**The metal 2 layer**

Drawn at 1.5 px/um.
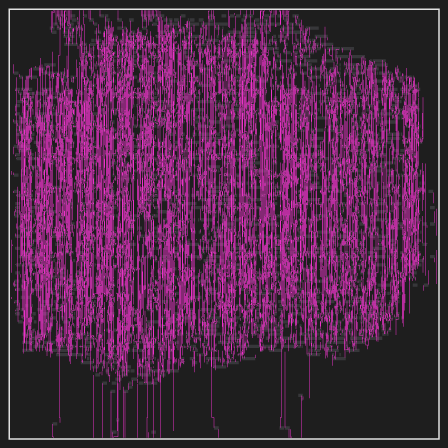
**The metal 3 layer**

Drawn at 1.5 px/um.
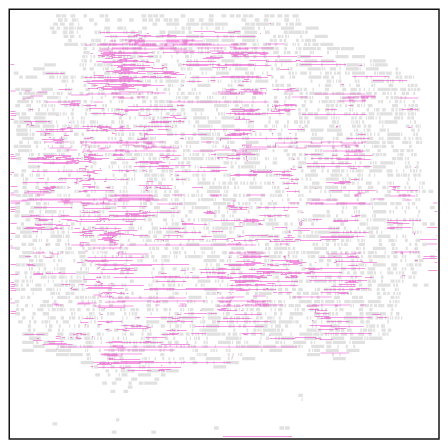
**Wiring heat map**

Drawn at 1 px/um. 29 x 29 tiles, from dark blue (low) to red (high), scaled to the fullest tile. Values are wire area over tile area, all layers added.
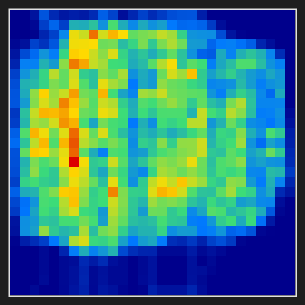
`src/rtl/exu_muldiv.sv`:
```
// Execute-stage ALU with an iterative M-extension unit.
// Single-cycle integer ops produce a registered result one cycle after
// accept; multiply/divide run one bit per cycle for XLEN cycles on
// magnitudes, then the signed result is presented for one DONE cycle.
module exu_muldiv #(
  parameter int XLEN     = 32,
  parameter int ENABLE_M = 1
) (
  input  logic            clk,
  input  logic            reset,
  input  logic            in_valid,
  output logic            in_ready,
  input  logic [6:0]      opcode,
  input  logic [2:0]      funct3,
  input  logic [6:0]      funct7,
  input  logic [1:0]      alu_op,
  input  logic [XLEN-1:0] src_a,
  input  logic [XLEN-1:0] src_b,
  input  logic            flush,
  output logic            out_valid,
  output logic [XLEN-1:0] out_result,
  output logic            busy
);

  localparam int SHW = $clog2(XLEN);
  localparam int CW  = $clog2(XLEN);
  localparam logic [CW-1:0] CNT_LAST = CW'(XLEN - 1);
  localparam logic [CW-1:0] CNT_ONE  = CW'(1);
  localparam logic [CW-1:0] CNT_ZERO = CW'(0);

  localparam logic [2:0] F3_MUL    = 3'b000;
  localparam logic [2:0] F3_MULH   = 3'b001;
  localparam logic [2:0] F3_MULHSU = 3'b010;
  localparam logic [2:0] F3_MULHU  = 3'b011;
  localparam logic [2:0] F3_DIV    = 3'b100;
  localparam logic [2:0] F3_DIVU   = 3'b101;
  localparam logic [2:0] F3_REM    = 3'b110;
  localparam logic [2:0] F3_REMU   = 3'b111;

  typedef enum logic [1:0] {
    ST_IDLE = 2'b00,
    ST_BUSY = 2'b01,
    ST_DONE = 2'b10
  } state_t;

  // Two's-complement negation at datapath width.
  function automatic logic [XLEN-1:0] neg_x(input logic [XLEN-1:0] v);
    return {XLEN{1'b0}} - v;
  endfunction

  // Two's-complement negation of a full-width product.
  function automatic logic [2*XLEN-1:0] neg_2x(input logic [2*XLEN-1:0] v);
    return {(2*XLEN){1'b0}} - v;
  endfunction

  state_t            state_r, state_nx;
  logic              accept_s, is_m_s, last_s;
  logic [XLEN-1:0]   alu_res_s;
  logic [SHW-1:0]    shamt_s;

  logic              sgn_a_s, sgn_b_s, neg_a_s, neg_b_s, neg_res_s;
  logic [XLEN-1:0]   abs_a_s, abs_b_s;

  logic [XLEN:0]     hi_r;
  logic [XLEN-1:0]   lo_r, opnd_r, a_r;
  logic [2:0]        op_r;
  logic              neg_r, divz_r;
  logic [CW-1:0]     cnt_r;

  logic [XLEN:0]     mul_sum_s, div_shift_s, step_hi_s;
  logic              div_ge_s;
  logic [XLEN-1:0]   step_lo_s;
  logic [2*XLEN-1:0] prod_s, prod_fix_s;
  logic [XLEN-1:0]   quo_fix_s, rem_fix_s, final_s;

  logic              out_valid_r;
  logic [XLEN-1:0]   out_result_r;

  assign in_ready   = (state_r == ST_IDLE);
  assign busy       = (state_r == ST_BUSY) || (state_r == ST_DONE);
  assign accept_s   = in_valid && in_ready && !flush;
  assign last_s     = (state_r == ST_BUSY) && (cnt_r == CNT_LAST);
  assign shamt_s    = src_b[SHW-1:0];
  assign is_m_s     = (ENABLE_M != 32'sd0) && (alu_op == 2'b10) &&
                      (opcode == 7'b0110011) && (funct7 == 7'b0000001);
  assign out_valid  = out_valid_r;
  assign out_result = out_result_r;

  // Single-cycle ALU decode and evaluation from the offered operation.
  always_comb begin
    alu_res_s = src_a + src_b;
    case (alu_op)
      2'b00: alu_res_s = src_a + src_b;
      2'b01: alu_res_s = src_a - src_b;
      2'b11: begin
        if (funct3 == 3'b101) begin
          alu_res_s = src_b;
        end else begin
          alu_res_s = src_a + src_b;
        end
      end
      2'b10: begin
        case (funct3)
          3'b000: begin
            // JALR shares funct3=000 with ADD but never subtracts
            if (opcode[5] && funct7[5] && (opcode != 7'b1100111)) begin
              alu_res_s = src_a - src_b;
            end else begin
              alu_res_s = src_a + src_b;
            end
          end
          3'b001: alu_res_s = src_a << shamt_s;
          3'b101: begin
            if (funct7[5]) begin
              alu_res_s = $signed(src_a) >>> shamt_s;
            end else begin
              alu_res_s = src_a >> shamt_s;
            end
          end
          3'b010: alu_res_s = {{(XLEN-1){1'b0}}, ($signed(src_a) < $signed(src_b))};
          3'b011: alu_res_s = {{(XLEN-1){1'b0}}, (src_a < src_b)};
          3'b100: alu_res_s = src_a ^ src_b;
          3'b110: alu_res_s = src_a | src_b;
          3'b111: alu_res_s = src_a & src_b;
          default: alu_res_s = src_a + src_b;
        endcase
      end
      default: alu_res_s = src_a + src_b;
    endcase
  end

  // Operand signedness, magnitudes and final sign for the M op being offered.
  always_comb begin
    sgn_a_s = (funct3 == F3_MULH) || (funct3 == F3_MULHSU) ||
              (funct3 == F3_DIV)  || (funct3 == F3_REM);
    sgn_b_s = (funct3 == F3_MULH) || (funct3 == F3_DIV) || (funct3 == F3_REM);
    neg_a_s = sgn_a_s && src_a[XLEN-1];
    neg_b_s = sgn_b_s && src_b[XLEN-1];
    if (neg_a_s) begin
      abs_a_s = neg_x(src_a);
    end else begin
      abs_a_s = src_a;
    end
    if (neg_b_s) begin
      abs_b_s = neg_x(src_b);
    end else begin
      abs_b_s = src_b;
    end
    // remainder takes the dividend's sign, everything else the product of signs
    if (funct3 == F3_REM) begin
      neg_res_s = neg_a_s;
    end else begin
      neg_res_s = neg_a_s ^ neg_b_s;
    end
  end

  // One iteration: shift-add for multiply, restoring subtract for divide.
  always_comb begin
    mul_sum_s   = hi_r;
    div_shift_s = {hi_r[XLEN-1:0], lo_r[XLEN-1]};
    div_ge_s    = (div_shift_s >= {1'b0, opnd_r});
    if (lo_r[0]) begin
      mul_sum_s = hi_r + {1'b0, opnd_r};
    end else begin
      mul_sum_s = hi_r;
    end
    if (op_r[2]) begin
      if (div_ge_s) begin
        step_hi_s = div_shift_s - {1'b0, opnd_r};
      end else begin
        step_hi_s = div_shift_s;
      end
      step_lo_s = {lo_r[XLEN-2:0], div_ge_s};
    end else begin
      step_hi_s = {1'b0, mul_sum_s[XLEN:1]};
      step_lo_s = {mul_sum_s[0], lo_r[XLEN-1:1]};
    end
  end

  // Sign correction and result selection from the last iteration's values.
  always_comb begin
    prod_s = {step_hi_s[XLEN-1:0], step_lo_s};
    if (neg_r) begin
      prod_fix_s = neg_2x(prod_s);
      quo_fix_s  = neg_x(step_lo_s);
      rem_fix_s  = neg_x(step_hi_s[XLEN-1:0]);
    end else begin
      prod_fix_s = prod_s;
      quo_fix_s  = step_lo_s;
      rem_fix_s  = step_hi_s[XLEN-1:0];
    end
    case (op_r)
      F3_MUL:                        final_s = prod_fix_s[XLEN-1:0];
      F3_MULH, F3_MULHSU, F3_MULHU:  final_s = prod_fix_s[2*XLEN-1:XLEN];
      F3_DIV, F3_DIVU: begin
        if (divz_r) begin
          final_s = {XLEN{1'b1}};
        end else begin
          final_s = quo_fix_s;
        end
      end
      F3_REM, F3_REMU: begin
        if (divz_r) begin
          final_s = a_r;
        end else begin
          final_s = rem_fix_s;
        end
      end
      default: final_s = {XLEN{1'b0}};
    endcase
  end

  // FSM state register.
  always_ff @(posedge clk or posedge reset) begin
    if (reset) begin
      state_r <= ST_IDLE;
    end else begin
      state_r <= state_nx;
    end
  end

  // FSM next state: flush wins from any state.
  always_comb begin
    state_nx = state_r;
    if (flush) begin
      state_nx = ST_IDLE;
    end else begin
      case (state_r)
        ST_IDLE: begin
          if (accept_s && is_m_s) begin
            state_nx = ST_BUSY;
          end else begin
            state_nx = ST_IDLE;
          end
        end
        ST_BUSY: begin
          if (cnt_r == CNT_LAST) begin
            state_nx = ST_DONE;
          end else begin
            state_nx = ST_BUSY;
          end
        end
        ST_DONE: state_nx = ST_IDLE;
        default: state_nx = ST_IDLE;
      endcase
    end
  end

  // Operand capture, iteration registers and registered result/valid.
  // The finished M result is written on the edge into DONE so it is
  // presented from a register for the whole DONE cycle.
  always_ff @(posedge clk or posedge reset) begin
    if (reset) begin
      hi_r         <= {(XLEN+1){1'b0}};
      lo_r         <= {XLEN{1'b0}};
      opnd_r       <= {XLEN{1'b0}};
      a_r          <= {XLEN{1'b0}};
      op_r         <= 3'b000;
      neg_r        <= 1'b0;
      divz_r       <= 1'b0;
      cnt_r        <= CNT_ZERO;
      out_valid_r  <= 1'b0;
      out_result_r <= {XLEN{1'b0}};
    end else begin
      out_valid_r <= 1'b0;
      if (flush) begin
        cnt_r <= CNT_ZERO;
      end else if (accept_s) begin
        if (is_m_s) begin
          op_r   <= funct3;
          neg_r  <= neg_res_s;
          divz_r <= (src_b == {XLEN{1'b0}});
          a_r    <= src_a;
          cnt_r  <= CNT_ZERO;
          hi_r   <= {(XLEN+1){1'b0}};
          if (funct3[2]) begin
            lo_r   <= abs_a_s;
            opnd_r <= abs_b_s;
          end else begin
            lo_r   <= abs_b_s;
            opnd_r <= abs_a_s;
          end
        end else begin
          out_result_r <= alu_res_s;
          out_valid_r  <= 1'b1;
        end
      end else if (state_r == ST_BUSY) begin
        hi_r  <= step_hi_s;
        lo_r  <= step_lo_s;
        cnt_r <= cnt_r + CNT_ONE;
        if (last_s) begin
          out_result_r <= final_s;
          out_valid_r  <= 1'b1;
        end
      end
    end
  end

endmodule

```
`config.mk`:
```
export PLATFORM = sky130hd
export DESIGN_NAME = exu_muldiv
export DESIGN_NICKNAME = d
export VERILOG_FILES = /design/src/rtl/exu_muldiv.sv
export SDC_FILE = /design/constraint.sdc
export NUM_CORES = 2
export LEC_CHECK = 0
export CAP_MARGIN = 20
export CORE_MARGIN = 2
export CORE_UTILIZATION = 35
export DETAILED_ROUTE_END_ITERATION = 7
export RECOVER_POWER = 25
export SLEW_MARGIN = 20
export SYNTH_ARGS = -nofsm -noshare
export SYNTH_HDL_FRONTEND = slang
export SYNTH_SLANG_ARGS = --single-unit
```
`constraint.sdc`:
```
create_clock -name clk -period 9.65 [get_ports clk]
set_clock_uncertainty 0.2 [all_clocks]
set_input_delay 2.895 -clock clk [delete_from_list [all_inputs] [get_ports clk]]
set_output_delay 2.895 -clock clk [all_outputs]
set_load 0.02 [all_outputs]
```
==> GITHUB_STEP_SUMMARY <==
## Implementation flow summary

| Metric | Value |
|---|---|
| CP required | `roughly 9900 ps` |
| Switching portion of total power | `44.14%` |
| Failing checks | `capacitance limit, slew limit` |
| Worst stage delay on the critical path | `780 ps` |
| Clk pwr | `between 700 and 800 uW` |
| Met1 wire length | `between 50 and 60 mm` |
| Instance tally after logic synthesis | `slightly below 4000` |
| DR DRC count | `0` |
| Syn Area/Cell | `roughly 7.0 sq um` |
| Biggest consumer | `combinational logic` |
| Final setup viols | `0` |
| M1 GR Usage | `a little over two fifths` |
| CTS tree | `yes` |
| Tool warnings | `between 90 and 100` |
| Highest-delay cell along the critical path | `o311ai_0` |
| Worst Setup Path Type | `in2reg` |
| Status | `finished, violations left` |
| Commonest cells post-synth | `o21ai_0 (453), a21oi_1 (436), nand2_1 (420)` |
| Met3 GRT Util | `about 4%` |
| VDD IR max | `around 0.00016 V` |
| Clock latency on the worst-skew pair | `510 ps` |
| Number of hold buffers added after CTS | `0` |
| DR vias/cell | `around 6.4` |
| # Max-Cap Violations | `1` |
| Total Power | `slightly below 3 mW` |
| Syn nets | `4195` |
| Fin nets | `4123` |
| Flip-flops with a built-in enable | `0` |
| Max FO, Critical Path | `11` |
| Routed wire length | `between 100 and 150 mm` |
| Top Layer Used | `met5` |
| Comb. pwr | `between 1 and 1.5 mW` |
| Die Size | `slightly above 80000 sq um` |
| CP Launch Point | `src_a[7]` |
| Min-delay src | `out_result[10]` |
| Die Span Y | `approximately 290 um` |
| Fin. max-slew vios | `about 110` |
| Cycle use final | `between 80 and 90%` |
| Min Tclk post-route | `between 8000 and 9000 ps` |
| Ys flop type | `dfrtp_1` |
| Least-Margin Pin Slew | `about 4600 ps` |
| Floorplan Utilization | `between 30% and 40%` |
| Buffer and inverter count on the worst path | `2` |
| Max Freq | `roughly 120 MHz` |
| N_diodes | `0` |
| Hold Path Class | `reg2reg` |
## Picture notes: 'the metal 2 layer'
The layer holds 45% of the routed length. The wires run mostly vertical. The layer carries 60.6 mm of wire. The longest straight run is 137 um.

## Picture notes: 'the metal 3 layer'
The layer holds 8.1% of the routed length. The layer carries 10900 um of wire.

## Picture notes: 'wiring heat map'
19% of the tiles are nearly empty. The mean over all tiles is 0.28. 31% of the tiles are over half the peak.

[state kept, by name (all words and copies together), names as in the netlist]
name / count
hi_r: 33
divz_r: 1
out_valid: 1
a_r: 32
op_r: 3
opnd_r: 32
state_r: 2
cnt_r: 5
lo_r: 32
out_result: 32
neg_r: 1
[worst min-delay path, delay by kind of cell (launching register included)]
kind	cells	cell delay, ps
and+or+nand+nor	1	50
AOI/OAI and AO/OA	1	60
DFF	1	350
[metrics by stage]
stage	utilization, %	area (sq um)	std cells
detailed placement	37.63	29630	4895
CTS	38.37	30210	4927
floorplan	-	27730	3936
global placement	37.63	29630	4895
global route	38.36	30210	4927
finish	38.36	30210	4927
[cell families after synthesis]
kind of cell	count (synthesis)	share of synthesized area, %
AOI/OAI and AO/OA	1468	33.45
xor gates and xnor gates	211	6.665
adders and majority gates	172	7.870
buffers and inverters	465	7.021
DFF	174	15.70
muxes	160	8.158
and+or+nand+nor	1286	21.13
[final timing paths]
kind,endpoint,slack (ps),depth (start not counted)
setup / recovery,out_result[31],1630,16
hold / removal,out_result[10],290,2
setup reg to reg,out_result[10],2460,21
hold reg to reg,out_result[10],290,2
max in group asynchronous,op_r[2],1640,2
min in group asynchronous,opnd_r[4],4400,2
[cell type report]
class	count	area, sq um
fillers	8407	48540
multi-input cells	3297	21480
flip-flops and latches	174	4360
repair buffers	210	1854
well taps	1050	1314
inverters	164	615.6
clock buffers	22	464.2
clock inverters	10	115.1
[cell usage in the layout, fill, tap and decap left out, drive strengths merged, types with 56 or more instances in the layout]
cell and instances:
mux2i 94, ha 168, nor2 418, inv 160
clkdlybuf4s50 113, xnor2 155, xor2 56, o21ai 457
o211ai 60, nor3 93, dfrtp 174, a21oi 437
buf 95, nand2 423, a211oi 61, nand3 89
No activity file was given, so power comes from the tool's default toggle rates.
